[src/rtl/uart_rx_byte_pkg.sv]
// Shared definitions for the uart_rx_byte receiver.
//  - UART_DATA_BITS      : data bits per frame
//  - DEFAULT_CLKS_PER_BIT: 100 MHz / 115200 baud
//  - rx_state_t          : 3-bit receiver FSM encoding (RX_IDLE..RX_BREAK)
//  - parity_bad          : even-parity check over data + parity bit
package uart_rx_byte_pkg;

    localparam int UART_DATA_BITS       = 8;
    localparam int DEFAULT_CLKS_PER_BIT = 868;

    typedef enum logic [2:0] {
        RX_IDLE   = 3'd0,
        RX_START  = 3'd1,
        RX_DATA   = 3'd2,
        RX_PARITY = 3'd3,
        RX_STOP   = 3'd4,
        RX_BREAK  = 3'd5
    } rx_state_t;

    // Even parity: data plus parity bit must hold an even number of ones.
    function automatic logic parity_bad(input logic [UART_DATA_BITS-1:0] data, input logic par);
        return ^{data, par};
    endfunction

endpackage

[src/rtl/uart_rx_byte_sync_2ff.sv]
// Two-flop synchroniser for a single asynchronous input.
// Ports:
//  clk  in  system clock
//  rst  in  synchronous active-high reset; both flops load RESET_VAL
//  d    in  asynchronous input
//  q    out synchronised output (2-cycle latency)
module uart_rx_byte_sync_2ff #(
    parameter logic RESET_VAL = 1'b1
) (
    input  logic clk,
    input  logic rst,
    input  logic d,
    output logic q
);

    logic meta;

    always_ff @(posedge clk) begin
        if (rst) begin
            meta <= RESET_VAL;
            q    <= RESET_VAL;
        end else begin
            meta <= d;
            q    <= meta;
        end
    end

endmodule

[src/rtl/uart_rx_byte.sv]
// 8N1 UART receiver (8E1 when UART_RX_PARITY_EN is defined). Oversamples rxd,
// rebuilds bytes LSB first and pushes each good byte into the RX FIFO with a
// one-cycle write strobe. Framing errors (bad stop bit, or parity mismatch in
// the parity build) and FIFO overruns are reported as one-cycle pulses.
// Optional feature macro: UART_RX_PARITY_EN (even parity bit after data).
// Ports:
//  clk                   in   system clock
//  rst                   in   synchronous active-high reset
//  rxd                   in   asynchronous serial input, idle high
//  rx_fifo_data          out  last pushed byte
//  rx_fifo_write_enable  out  one-cycle push strobe
//  rx_fifo_full          in   FIFO full, push suppressed
//  frame_error           out  one-cycle pulse on bad stop (or parity) bit
//  overrun_error         out  one-cycle pulse when a good byte is dropped
//  rx_busy               out  high while the FSM is not idle
module uart_rx_byte
    import uart_rx_byte_pkg::*;
#(
    parameter int CLKS_PER_BIT = DEFAULT_CLKS_PER_BIT
) (
    input  logic       clk,
    input  logic       rst,
    input  logic       rxd,
    output logic [7:0] rx_fifo_data,
    output logic       rx_fifo_write_enable,
    input  logic       rx_fifo_full,
    output logic       frame_error,
    output logic       overrun_error,
    output logic       rx_busy
);

    localparam logic [15:0] HALF_M1 = 16'(CLKS_PER_BIT / 2 - 1);
    localparam logic [15:0] FULL_M1 = 16'(CLKS_PER_BIT - 1);

    rx_state_t  state;
    logic [15:0] cnt;
    logic [2:0]  bit_idx;
    logic [7:0]  shreg;
    logic        rxd_s;

    uart_rx_byte_sync_2ff #(.RESET_VAL(1'b1)) u_sync (
        .clk (clk),
        .rst (rst),
        .d   (rxd),
        .q   (rxd_s)
    );

    assign rx_busy = (state != RX_IDLE);

    always_ff @(posedge clk) begin
        if (rst) begin
            state                <= RX_IDLE;
            cnt                  <= '0;
            bit_idx              <= '0;
            shreg                <= '0;
            rx_fifo_data         <= 8'h00;
            rx_fifo_write_enable <= 1'b0;
            frame_error          <= 1'b0;
            overrun_error        <= 1'b0;
        end else begin
            rx_fifo_write_enable <= 1'b0;
            frame_error          <= 1'b0;
            overrun_error        <= 1'b0;

            case (state)
                RX_IDLE: begin
                    cnt <= '0;
                    if (!rxd_s) state <= RX_START;
                end

                // Re-check the line at mid start bit to reject short glitches.
                RX_START: begin
                    if (cnt == HALF_M1) begin
                        cnt     <= '0;
                        bit_idx <= '0;
                        state   <= rxd_s ? RX_IDLE : RX_DATA;
                    end else begin
                        cnt <= cnt + 16'd1;
                    end
                end

                // Sample points are a whole bit apart from mid start bit,
                // so every data sample lands mid-bit.
                RX_DATA: begin
                    if (cnt == FULL_M1) begin
                        cnt     <= '0;
                        shreg   <= {rxd_s, shreg[7:1]};
                        bit_idx <= bit_idx + 3'd1;
                        if (bit_idx == 3'd7) begin
`ifdef UART_RX_PARITY_EN
                            state <= RX_PARITY;
`else
                            state <= RX_STOP;
`endif
                        end
                    end else begin
                        cnt <= cnt + 16'd1;
                    end
                end

`ifdef UART_RX_PARITY_EN
                // On mismatch the stop bit is skipped; a low line at this
                // point still has to be waited out before the next frame.
                RX_PARITY: begin
                    if (cnt == FULL_M1) begin
                        cnt <= '0;
                        if (parity_bad(shreg, rxd_s)) begin
                            frame_error <= 1'b1;
                            state       <= rxd_s ? RX_IDLE : RX_BREAK;
                        end else begin
                            state <= RX_STOP;
                        end
                    end else begin
                        cnt <= cnt + 16'd1;
                    end
                end
`endif

                // Leave at mid stop bit so a start bit that follows directly
                // after one stop bit is not missed. Full is evaluated here,
                // one cycle ahead of the strobe; only this block pushes, so
                // the FIFO cannot become full in between.
                RX_STOP: begin
                    if (cnt == FULL_M1) begin
                        cnt <= '0;
                        if (rxd_s) begin
                            state <= RX_IDLE;
                            if (rx_fifo_full) begin
                                overrun_error <= 1'b1;
                            end else begin
                                rx_fifo_write_enable <= 1'b1;
                                rx_fifo_data         <= shreg;
                            end
                        end else begin
                            frame_error <= 1'b1;
                            state       <= RX_BREAK;
                        end
                    end else begin
                        cnt <= cnt + 16'd1;
                    end
                end

                // Line held low: no new frames until it returns high.
                RX_BREAK: begin
                    cnt <= '0;
                    if (rxd_s) state <= RX_IDLE;
                end

                default: state <= RX_IDLE;
            endcase
        end
    end

endmodule

[config.mk]
export PLATFORM = sky130hd
export DESIGN_NAME = uart_rx_byte
export DESIGN_NICKNAME = d
export VERILOG_FILES = /design/src/rtl/uart_rx_byte_pkg.sv /design/src/rtl/uart_rx_byte_sync_2ff.sv /design/src/rtl/uart_rx_byte.sv
export SDC_FILE = /design/constraint.sdc
export NUM_CORES = 1
export LEC_CHECK = 0
export CAP_MARGIN = 20
export CORE_UTILIZATION = 57
export CTS_CLUSTER_DIAMETER = 150
export DETAILED_ROUTE_END_ITERATION = 8
export GPL_TIMING_DRIVEN = 0
export PLACE_DENSITY = 0.83
export SYNTH_ARGS = -nofsm -noshare
export SYNTH_HDL_FRONTEND = slang
export SYNTH_SLANG_ARGS = --single-unit
[constraint.sdc]
create_clock -name clk -period 2.7 [get_ports clk]
set_clock_uncertainty 0.1 [all_clocks]
set_input_delay 0.27 -clock clk [delete_from_list [all_inputs] [get_ports clk]]
set_output_delay 0.27 -clock clk [all_outputs]
set_load 0.01 [all_outputs]
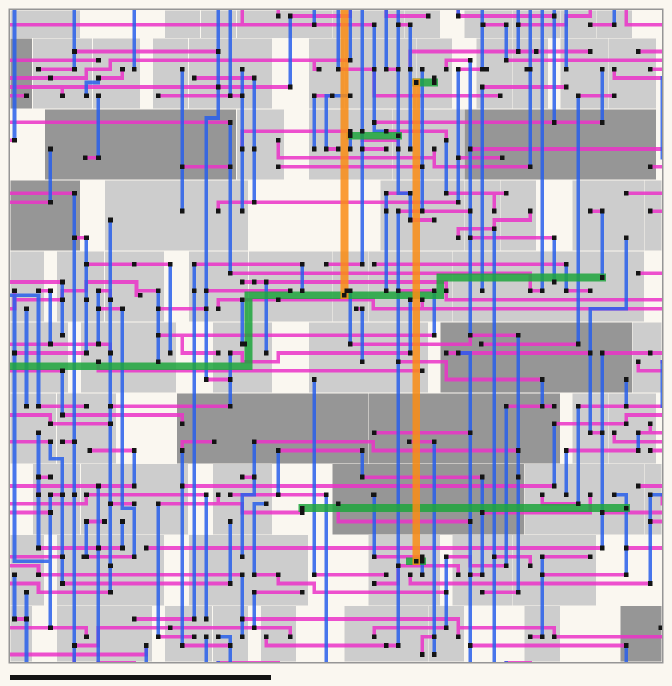
(images/closeup.png)
Scale bar: 10 um. Region (18, 6) to (43, 31) um. Cells in grey, sequential cells in the stronger grey; small squares are vias.
magenta -> M1
blue -> M2
orange -> M4
green -> M3
cells with their middle in the window = 59
sequential cells in the window = 6
most frequent = nor2_1 (6), dfxtp_1 (6)
netlist names of flops here include = `cnt` (4), `state` (2)

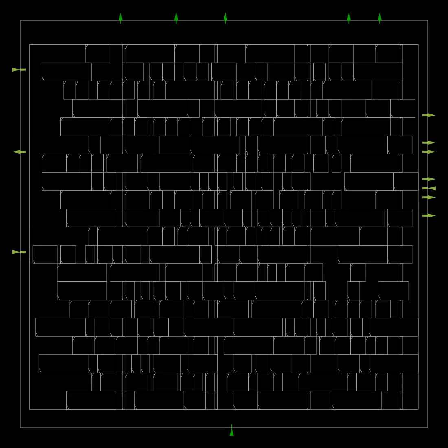
(images/placed.png)
num rows: 20
fillers: 270
Finished Core Util: 71.3%

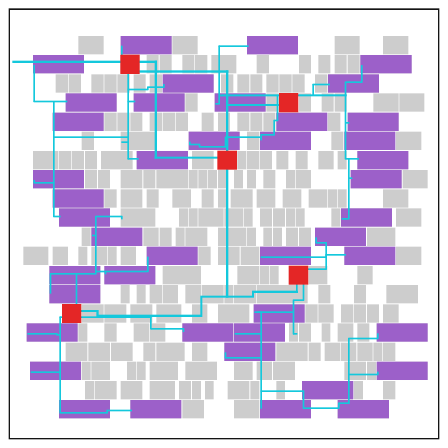
(images/clock_wires.png)
cyan -> clock wires  # length 473 um
red -> clock-net drivers  # count 5
purple -> flip-flops  # count 43
routed clock nets = 6
flops lie = all over the die
Clock Latency Late Sink: 0.36 ns
clock share of power: 32.9%
Clk. pwr: 0.000354 W

==> impl_metrics.json <==
{
  "cts_made_buffers": 5,
  "synth_top_area_share_pct": 43.8,
  "coreArea_mm2": 0.00315,
  "ant_nets": 0,
  "chipHeight_um": 60.7,
  "nets": 260,
  "die_x_um": 60.7,
  "cts_tree": "done",
  "period_used_pct": 93.6,
  "critical_path_class": "register to register",
  "grt_pass1_vias": 1390,
  "synth_area_mm2": 0.00197,
  "setup_tns_ns": 0,
  "drv_slew": 0,
  "h-tree-depth": 2,
  "cp_data_arrival_time_ns": 2.69,
  "fp_nets": 238,
  "slowest_stage": "a211oi_4",
  "ys_area_mm2": 0.00197,
  "post-dp-hpwl_um": 2780,
  "hold_viol": 0,
  "drt_iter0_drc": 183,
  "yosysSeqAreaShare_pct": 43.8,
  "clk_pin_slew_ns": 0.12,
  "die-area_mm2": 0.00369,
  "critical_path_buf_inv_count": 1,
  "logic_area_mm2": 0.00102,
  "p_leak_nw": 0.712,
  "cp.required_ns": 2.86,
  "outcome": "complete, no violations",
  "fmax_mhz": 396,
  "cts_root_buf": "clkbuf_4",
  "viasPerCell": 5.95,
  "firstDrtPassIters": 4,
  "irDropWorstVdd_mv": 0.341,
  "area_growth_pct": 14.3
}
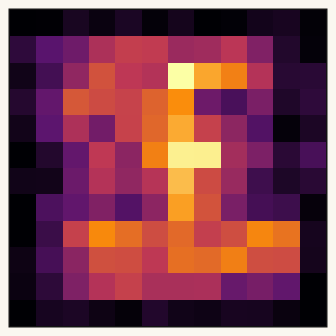
(images/route_heat.png)
The die is cut into 12 by 12 equal tiles; black is low, pale yellow is high, scaled to the fullest tile. Values are wire area over tile area, all layers added.
fullest tile = 0.54
nearly empty tiles = 11%
tiles over half the peak = 29%
densest ninth of the die = middle
mean over tiles = 0.18
DR vias: 1768
Total Routing Usage GR: 23.4%
wirelength, routed: 4030 um
Routed wire per std cell: 13.6 um

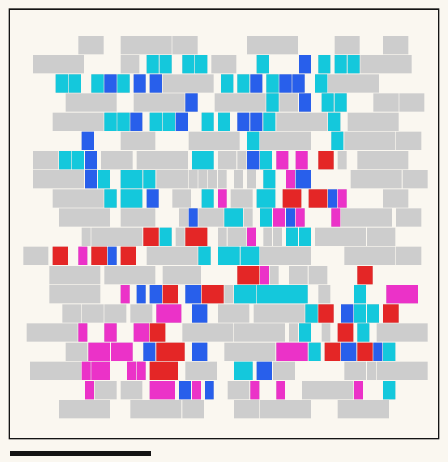
(images/gates.png)
Scale bar: 20 um.
magenta -> nor cells  # cells 30, most used nor2_1
blue -> nand cells  # cells 35, most used nand3_1
cyan -> aoi and oai cells  # cells 61, most used a21oi_1
red -> and/or cells  # cells 20, most used or3_1
Finished Layout Cells: 297
most used logic cell in the final layout: dfxtp_1
fraction of area in multi-input gates: 45.3%

[report_power, final]
group	internal (W)	switching [W]
registers	0.000640	0.00000534
logic	0.0000326	0.0000443
clock network	0.000153	0.000200
[metal layers]
layer	routed length, um	vias up	global-route usage, %
li1	-	878	-
met2	1720	53	33.0
met1	2020	829	33.8
met3	228	8	7.04
met5	0	-	0
met4	63	0	8.77
[final timing paths]
path / to / cells after the start / slack [ns] / from
max: cnt[2]$_SDFFE_PP0P_ / 6 / 0.17 / cnt[0]$_SDFFE_PP0P_
min: u_sync.q$_SDFF_PP1_ / 1 / 0.32 / u_sync.meta$_SDFF_PP1_
max reg2reg: cnt[2]$_SDFFE_PP0P_ / 6 / 0.17 / cnt[0]$_SDFFE_PP0P_
min reg2reg: u_sync.q$_SDFF_PP1_ / 1 / 0.32 / u_sync.meta$_SDFF_PP1_
[worst register-to-register path: stages (launching register included)]
cell and delay [ns]:
dfxtp_1 0.45, ha_1 0.22, nor4bb_1 0.41, nand4_1 0.40, a211oi_4 0.47, buf_2 0.29
nor2_1 0.08
[cells in the mapped netlist]
master	instances
a21oi_1	28
nor4_1	1
nor4_2	2
o211ai_1	1
and4_1	1
o21a_4	1
a211oi_2	1
nor2_1	18
clkbuf_1	11
nand2b_1	1
or4_4	2
nand3_1	22
nor4b_1	2
or2_2	3
a22oi_1	1
or3_1	8
and3_1	2
nand2_1	7
xnor2_1	8
a21o_1	1
a221o_1	1
o221ai_1	4
o21a_1	1
or3b_2	2
nor3b_1	1
buf_6	1
a211o_1	1
buf_2	1
xor2_1	2
o21ai_1	1
or2b_1	1
inv_1	8
ha_1	4
or4_1	1
buf_4	1
a211oi_1	2
nor4bb_1	2
dfxtp_1	43
nor3_1	4
nand4_1	5
a41oi_1	1
o21ai_0	22
[cells by family (layout without fill, tap and decap cells)]
kind of cell,after synthesis,count (layout),share of synthesized area [%]
buffers and inverters,22,45,4.83
AOI/OAI and AO/OA,66,66,19.8
adders and majority gates,4,4,2.54
DFF,43,43,43.8
xor gates and xnor gates,10,10,4.45
and+or+nand+nor,85,85,24.6
[cell type report]
cell class,instances,share of cell area (%)
Buffer,14,2.89
Clock buffer,8,3.06
Inverter,8,1.34
Multi-Input combinational cell,165,45.3
Sequential cell,43,38.3
Tap cell,44,2.45
Timing Repair Buffer,15,6.68
[state kept, by name, indices dropped and copies added, names as in the netlist]
name                  flops
bit_idx                   3
cnt                      16
frame_error               1
overrun_error             1
rx_fifo_data              8
rx_fifo_write_enable      1
shreg                     8
state                     3
u_sync.meta               1
u_sync.q                  1
[per-stage QoR]
step / instance area [um2] / setup slack [ns] / utilization, % / instances
after floorplan: 1970 / 0.707 / - / 230
after global placement: 2170 / 0.247 / 68.9 / 289
after detailed placement: 2170 / 0.201 / 68.9 / 289
after CTS: 2240 / 0.179 / 71.1 / 297
after global routing: 2250 / 0.0123 / 71.3 / 297
final: 2250 / 0.172 / 71.3 / 297
Power and IR drop assume default switching activity.
